File: src/rtl/multiphase_clock_gen_pkg.sv
// Shared types and sizing helpers for the multiphase clock generator.
package multiphase_clock_gen_pkg;

    typedef enum logic [1:0] {
        IDLE  = 2'd0,
        RUN   = 2'd1,
        DRAIN = 2'd2
    } genState_e;

    localparam int MAX_PHASES = 8;

    // A single-bit slot register is still needed when PHASES is 2.
    function automatic int slot_width(input int phases);
        return (phases <= 2) ? 1 : $clog2(phases);
    endfunction

endpackage

File: src/rtl/slot_counter.sv
// Cycle-within-slot counter with shadowed slot length and gap.
// inWindow/cntZero describe the cycle being entered so the top can register its decode.
module slot_counter #(
    parameter int CW = 4
) (
    input  logic          clk,
    input  logic          rst,
    input  logic          count,
    input  logic          load,
    input  logic [CW-1:0] divIn,
    input  logic [CW-1:0] gapIn,
    output logic          slotEnd,
    output logic          inWindow,
    output logic          cntZero
);

    logic [CW-1:0] cnt;
    logic [CW-1:0] divS;
    logic [CW-1:0] gapS;
    logic [CW-1:0] cntNext;
    logic [CW-1:0] divNext;
    logic [CW-1:0] gapNext;

    assign slotEnd = (cnt == divS);

    always_comb begin
        cntNext = '0;
        if (count && !slotEnd) begin
            cntNext = cnt + CW'(1);
        end
        divNext = load ? divIn : divS;
        gapNext = load ? gapIn : gapS;
    end

    // A gap larger than the slot keeps this low for the whole slot.
    assign inWindow = (cntNext >= gapNext);
    assign cntZero  = (cntNext == '0);

    always_ff @(posedge clk) begin
        if (rst) begin
            cnt  <= '0;
            divS <= '0;
            gapS <= '0;
        end else begin
            cnt  <= cntNext;
            divS <= divNext;
            gapS <= gapNext;
        end
    end

endmodule

File: src/rtl/multiphase_clock_gen.sv
// Generates PHASES non-overlapping phase strobes with programmable slot length and dead time.
// Outputs are decoded from next-state and registered, so nothing reaches them combinationally.
module multiphase_clock_gen
    import multiphase_clock_gen_pkg::*;
#(
    parameter int PHASES = 2,
    parameter int CW     = 4
) (
    input  logic              CLK,
    input  logic              RST,
    input  logic              EN,
    input  logic [CW-1:0]     DIV,
    input  logic [CW-1:0]     GAP,
    output logic [PHASES-1:0] PH,
    output logic              SYNC,
    output logic              ACTIVE
);

    localparam int SW = slot_width(PHASES);
    localparam logic [SW-1:0] LAST_SLOT = SW'(PHASES - 1);

    if (PHASES < 2 || PHASES > MAX_PHASES) begin : gBadPhases
        $error("multiphase_clock_gen: PHASES must be 2..8");
    end

    genState_e         state;
    genState_e         stateNext;
    logic [SW-1:0]     slot;
    logic [SW-1:0]     slotNext;
    logic              slotEnd;
    logic              frameWrap;
    logic              count;
    logic              load;
    logic              inWindow;
    logic              cntZero;
    logic [PHASES-1:0] phNext;

    assign frameWrap = slotEnd && (slot == LAST_SLOT);

    slot_counter #(.CW(CW)) uSlotCounter (
        .clk      (CLK),
        .rst      (RST),
        .count    (count),
        .load     (load),
        .divIn    (DIV),
        .gapIn    (GAP),
        .slotEnd  (slotEnd),
        .inWindow (inWindow),
        .cntZero  (cntZero)
    );

    always_comb begin
        stateNext = state;
        slotNext  = slot;
        phNext    = '0;

        case (state)
            IDLE:    if (EN) stateNext = RUN;
            RUN:     if (!EN) stateNext = frameWrap ? IDLE : DRAIN;
            DRAIN: begin
                // Re-enabling resumes the current frame rather than restarting it.
                if (EN) stateNext = RUN;
                else if (frameWrap) stateNext = IDLE;
            end
            default: stateNext = IDLE;
        endcase

        count = (state != IDLE) && (stateNext != IDLE);
        load  = (stateNext == RUN) && ((state == IDLE) || frameWrap);

        if (!count) begin
            slotNext = '0;
        end else if (slotEnd) begin
            slotNext = frameWrap ? '0 : slot + SW'(1);
        end

        for (int k = 0; k < PHASES; k++) begin
            if ((stateNext != IDLE) && inWindow && (slotNext == SW'(k))) begin
                phNext[k] = 1'b1;
            end
        end
    end

    always_ff @(posedge CLK) begin
        if (RST) begin
            state  <= IDLE;
            slot   <= '0;
            PH     <= '0;
            SYNC   <= 1'b0;
            ACTIVE <= 1'b0;
        end else begin
            state  <= stateNext;
            slot   <= slotNext;
            PH     <= phNext;
            SYNC   <= (stateNext != IDLE) && (slotNext == '0) && cntZero;
            ACTIVE <= (stateNext != IDLE);
        end
    end

endmodule

File: config.mk
export PLATFORM = sky130hd
export DESIGN_NAME = multiphase_clock_gen
export DESIGN_NICKNAME = d
export VERILOG_FILES = /design/src/rtl/multiphase_clock_gen_pkg.sv /design/src/rtl/slot_counter.sv /design/src/rtl/multiphase_clock_gen.sv
export SDC_FILE = /design/constraint.sdc
export NUM_CORES = 1
export LEC_CHECK = 0
export CAP_MARGIN = 10
export CORE_MARGIN = 10
export CORE_UTILIZATION = 55
export CTS_BUF_LIST = sky130_fd_sc_hd__clkbuf_4
export CTS_CLUSTER_SIZE = 30
export DETAILED_ROUTE_END_ITERATION = 7
export PLACE_DENSITY_LB_ADDON = 0.05
export SLEW_MARGIN = 15
export SYNTH_ARGS = -nofsm -noshare
export SYNTH_HDL_FRONTEND = slang
export SYNTH_SLANG_ARGS = --single-unit
File: constraint.sdc
create_clock -name CLK -period 4.9 [get_ports CLK]
set_input_delay 0.49 -clock CLK [delete_from_list [all_inputs] [get_ports CLK]]
set_output_delay 0.49 -clock CLK [all_outputs]
set_load 0.02 [all_outputs]
==> images/placement_by_type.png <==
The bar under the picture is 20 um long. Fill, decap, tap and diode cells in grey.
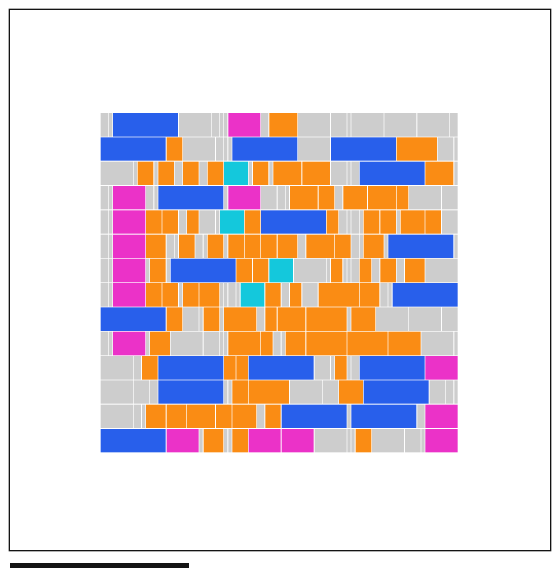
| class | colour | cells |
|---|---|---|
| sequential cells | blue | 19 |
| clock drivers and dummy loads | cyan | 4 |
| combinational and other logic | orange | 80 |
| remaining buffers and delay cells | magenta | 14 |
Core Footprint: 1524 sq um
final instance area: 1077 sq um
fin util: 70.69%

==> images/cell_density.png <==
The die is cut into 6 by 6 equal tiles; black is low, pale yellow is high, 0 to 100% covered.
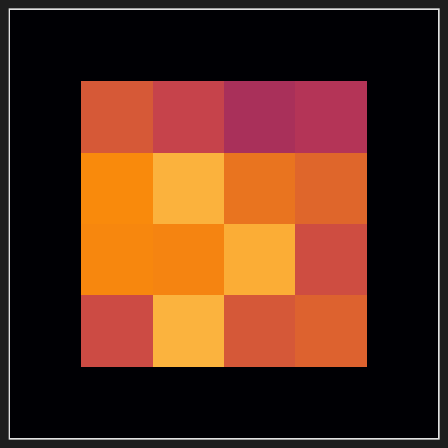
emptiest ninth of the die: north-east
fullest tile: 83%
densest ninth of the die: centre

==> through the flow <==
| stage | worst slack (ps) | util (%) | hold slack [ps] |
|---|---|---|---|
| final | 1546 | 70.69 | 502.3 |
| after global routing | 1406 | 70.69 | 548.9 |
| after CTS | 1569 | 70.69 | 501.5 |
| after detailed placement | 1577 | 68.72 | 481.9 |
| after global placement | 1743 | 68.72 | 472.9 |
| after floorplan | 2082 | - | 462.1 |
==> metal layers <==
layer  vias to the layer above  share of wire [%]  GRT usage [%]
li1                        389                  -              -
met1                       344                 45          12.69
met2                        18                 49          19.56
met3                         4                4.5          2.714
met4                         0                1.8          4.702
met5                         -                  0              0
==> power breakdown <==
| part | total (mW) | switching (mW) | leakage, nW | internal (mW) |
|---|---|---|---|---|
| sequential | 0.168 | 0.00468 | 0.156 | 0.163 |
| combinational | 0.0614 | 0.0317 | 0.249 | 0.0297 |
| clock | 0.0831 | 0.0460 | 0.0184 | 0.0371 |
==> cell usage in the layout, fill, tap and decap left out <==
cell type	instances
xor2_1	5
clkdlybuf4s50_1	14
maj3_1	2
or3b_1	1
nand3_1	9
a21o_1	1
nor2_1	4
o21ai_0	9
nor4_1	2
nand2b_1	2
ha_1	6
xnor2_1	3
nand2_1	2
and2_1	4
clkbuf_4	4
a21oi_1	10
nor3b_1	2
or2_1	1
o21ba_2	1
o211ai_1	1
a31oi_1	1
nor3_1	7
a211oi_1	1
or2_2	1
dfxtp_1	19
inv_1	5
==> cells by family after synthesis <==
group,count (synthesis),share of synthesized area [%]
buf+inv,8,3.477
simple gates,35,21.00
compound gates,24,14.88
flops,19,42.28
xor+xnor,8,7.789
fa+ha+maj,8,10.57
==> worst min path at each step <==
stage                                    start                   end  slack [ps]  depth (start not counted)
after CTS                 uSlotCounter.gapS[2]  uSlotCounter.gapS[2]         500                          2
final                     uSlotCounter.gapS[3]  uSlotCounter.gapS[3]         500                          2
after detailed placement  uSlotCounter.divS[1]  uSlotCounter.divS[1]         480                          2
after floorplan           uSlotCounter.gapS[1]  uSlotCounter.gapS[1]         460                          2
after global routing      uSlotCounter.gapS[2]  uSlotCounter.gapS[2]         550                          2
after global placement    uSlotCounter.gapS[2]  uSlotCounter.gapS[2]         470                          2
==> worst reg2reg max path: stages, from the launching register on <==
cell	delay, ps
dfxtp_1	450
xor2_1	100
nor4_1	390
ha_1	320
inv_1	60
maj3_1	440
o21ai_0	250
nand2_1	100
ha_1	300
nand2b_1	140
a21o_1	180
a211oi_1	390
nor3b_1	100
==> flip-flops by register name, indices dropped and copies added (netlist names) <==
signal,count
PH,2
ACTIVE,1
slot,1
SYNC,1
uSlotCounter.divS,4
uSlotCounter.cnt,4
state,2
uSlotCounter.gapS,4
==> area by class of cell <==
cell class	instances	area, sq um
clock buffer	4	30.03
timing repair buffer	14	140.1
fill	123	446.7
multi-input combinational	75	488.0
tap	16	20.02
sequential	19	380.4
inverter	5	18.77
==> Changelog: implementation <==
### Changed

* FF-to-FF setup slack at 1550 ps
* # IOs at 15
* Num rows at 14
* Clock skew at 2.004 ps
* Clk sinks at 19
* Crit path launch: uSlotCounter.cnt[0]
* Mean Syn Cell Area at 8.820 sq um
* Final Power at 0.3125 mW
* Crit. End Element: flip-flop
* Pleak at 0.4228 nW
* Max transition margin at 63.47%
* Tightest Pin Transition at 546.2 ps
* Cell with the most instances after synthesis: dfxtp_1
* # nets final at 135
* Synth area leaders: dfxtp_1 42%, ha_1 8.3%, a21oi_1 5.6%
* FF+latch count, synth at 19
* Drt drc at 0
* Placer Congestion at 0.8224
* CTS root buf: clkbuf_4
* Initial core utilization at just under 60%
* Status: completed
* EDFF count, synth at 0
* Via count at about 760
* Placed insts at between 100 and 150
* Crit start category: flip-flop
* Fmax at a little under 0.3 GHz
* Fin. Hold Viols at 0
* Die width at around 60 um
* Chip Height at 60.45 um
* Layout cell share with drive strength beyond 1 at 5.128%
* Iteration-0 DRC Markers at 26
* OpenROAD warning count at 26
* Worst skew pair latency at 290 ps
* Max-slew violations at 0
Power is estimated from default activity; no workload was simulated.
